==> config.mk <==
export PLATFORM = sky130hd
export DESIGN_NAME = ss_scan4_flat
export DESIGN_NICKNAME = d
export VERILOG_FILES = /design/src/rtl/ss_pkg.sv /design/src/rtl/ss_scan4_if.sv /design/src/rtl/ss_dec7.sv /design/src/rtl/ss_scan4.sv /design/src/flat_wrapper.sv
export SDC_FILE = /design/constraint.sdc
export NUM_CORES = 1
export LEC_CHECK = 0
export ABC_CLOCK_PERIOD_IN_PS = 2450
export CAP_MARGIN = 25
export CORE_UTILIZATION = 50
export DETAILED_ROUTE_END_ITERATION = 12
export HOLD_SLACK_MARGIN = 0.15
export PLACE_DENSITY = 0.8
export SLEW_MARGIN = 20
export SYNTH_ARGS = -nofsm -noshare
export SYNTH_HDL_FRONTEND = slang
export SYNTH_SLANG_ARGS = --single-unit
==> constraint.sdc <==
create_clock -name clk -period 2.45 [get_ports clk]
set_input_delay 0.49 -clock clk [delete_from_list [all_inputs] [get_ports clk]]
set_output_delay 0.49 -clock clk [all_outputs]
set_load 0.01 [all_outputs]
m4.png
Scale bar: 20 µm. Cells faint in the background.
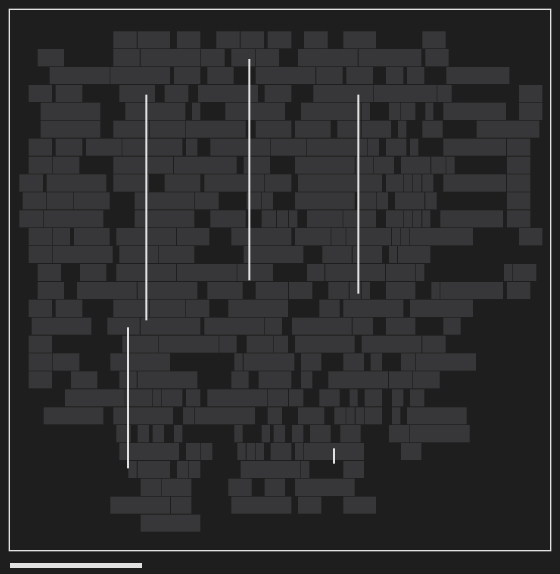
main direction: vertical
longest straight run: 34.0 µm
nets with wire on the layer: 2
total wire length after detailed routing: 5450 µm
total number of vias: 1967

sizing.png
Scale bar: 20 µm.
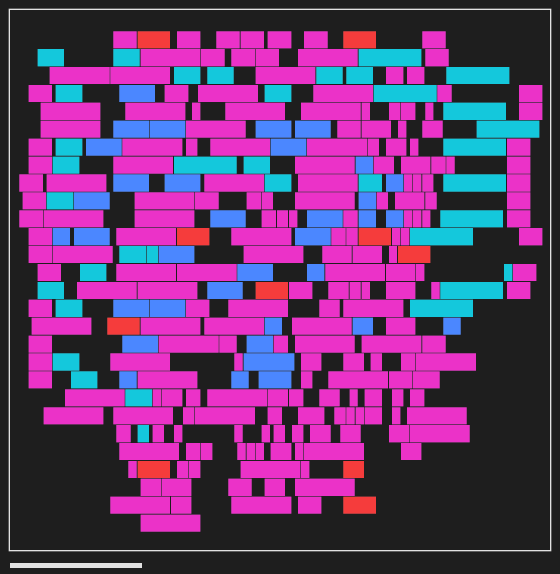
legend:
  magenta:
    size: x1 and smaller
    cells: 207
    share: 72%
    most_used: dfrtp_1
  red:
    size: x6 and larger
    cells: 10
    share: 3.5%
    most_used: clkbuf_8
  cyan:
    size: x2
    cells: 36
    share: 13%
    most_used: mux2_2
  blue:
    size: x3 and x4
    cells: 35
    share: 12%
    most_used: mux2_4
area overhead of the layout relative to synthesis: 19.8%
final setup slack of the worst path: 119 ps
cell area after layout: 0.00384 mm²
Repair and plain buffers: 45

m2.png
Cells faint in the background.
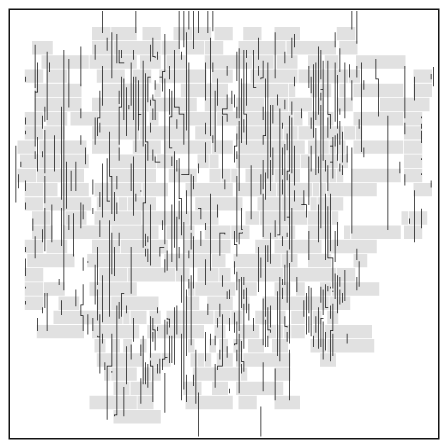
wire length on this layer: 2520 µm
longest straight run: 45.9 µm
met2 layer usage reported by global route: 0.295

==> run summary <==
Implementation results.

The end-of-flow timing check tallies setup violations at 0. The Yosys warning count is 0. The layer with the highest usage after global routing is met2. Per the detail_route report, routed wire per instance is 15.0 µm. For met3 alone, demand over resource in global routing was 0.0400. The cell sequence reported for the critical path is inv_1, ha_1, a222oi_1, a21oi_1, or4b_2, nand3_1. The number of tap cells inserted is 75. Looking at the clock tree report, the H-tree level count equals 3. The detailed placer reported the number of placed instances as about 350.

The number of nets with antenna violations after routing is 0. The synthesized-area fraction occupied by ao, oa, aoi and oai cells is 0.0504. 0 antenna diodes ended up in the layout. According to the floorplan report, the placeable core area is 0.00606 mm². At the end of the flow the core is filled with cells to 0.633. The cell count after synthesis is approximately 230. The detailed placer's ending HPWL is 3830 µm. The initial antenna violation count is 0.

The routed length on met3 is roughly 180 µm. The clock slew at the register clock pins of the worst setup and hold paths is around 80 ps. In the layout the commonest cells are dfrtp_1 (61), clkdlybuf4s50_1 (36), mux2_2 (20), mux2_4 (20), inv_1 (13).

The area recorded from the Yosys report for this design is between 0.003 and 0.004 mm². The measured slew at the worst slew-check pin is about 620 ps. OpenROAD emitted warnings numbering 32. The starting density of the core is 0.528. The count of filler cells inserted in the layout is 475. Sorting the synthesized cells by area gives the leading types as dfrtp_1 (48%), dfstp_2 (9.8%), mux2_4 (9.4%), mux2_2 (7.0%), ha_1 (3.5%). The iteration-0 DRC count of the detailed router is 164. After layout, the minimum clock period comes to 2330 ps. The data arrival at the endpoint of the critical path is 2630 ps. Per the detail_route report, vias per standard cell equal 5.42. Of the total synthesized cell area, the portion taken by XOR and XNOR cells is 0.0383.

In the final layout, the share of cells above drive strength 1 is 0.281. The count of buffers inserted at the top-level ports is 36. The global routing report lists met1 layer usage as 0.265. Looking at the post-CTS report, the setup buffer insertion count equals 0. The cell at the root of the clock tree is clkbuf_8. The number of standard cells in the layout, taps in and fillers out is 363. In this run the vertical extent of the chip is 82.0 µm.

Switching power as a fraction of the total was reported as 0.237. STA classifies the critical path startpoint as a register. Setup repair after global routing left no endpoint under its margin. In the power breakdown, the internal column shows 1.67 mW. The run finished with clean final reports. For this design the static power due to leakage is 1.68 nW. The cell-mix breakdown from Yosys lists the simple-gate area share as 0.100.
Power figures rest on the tool's default switching activity, not on a simulated workload.
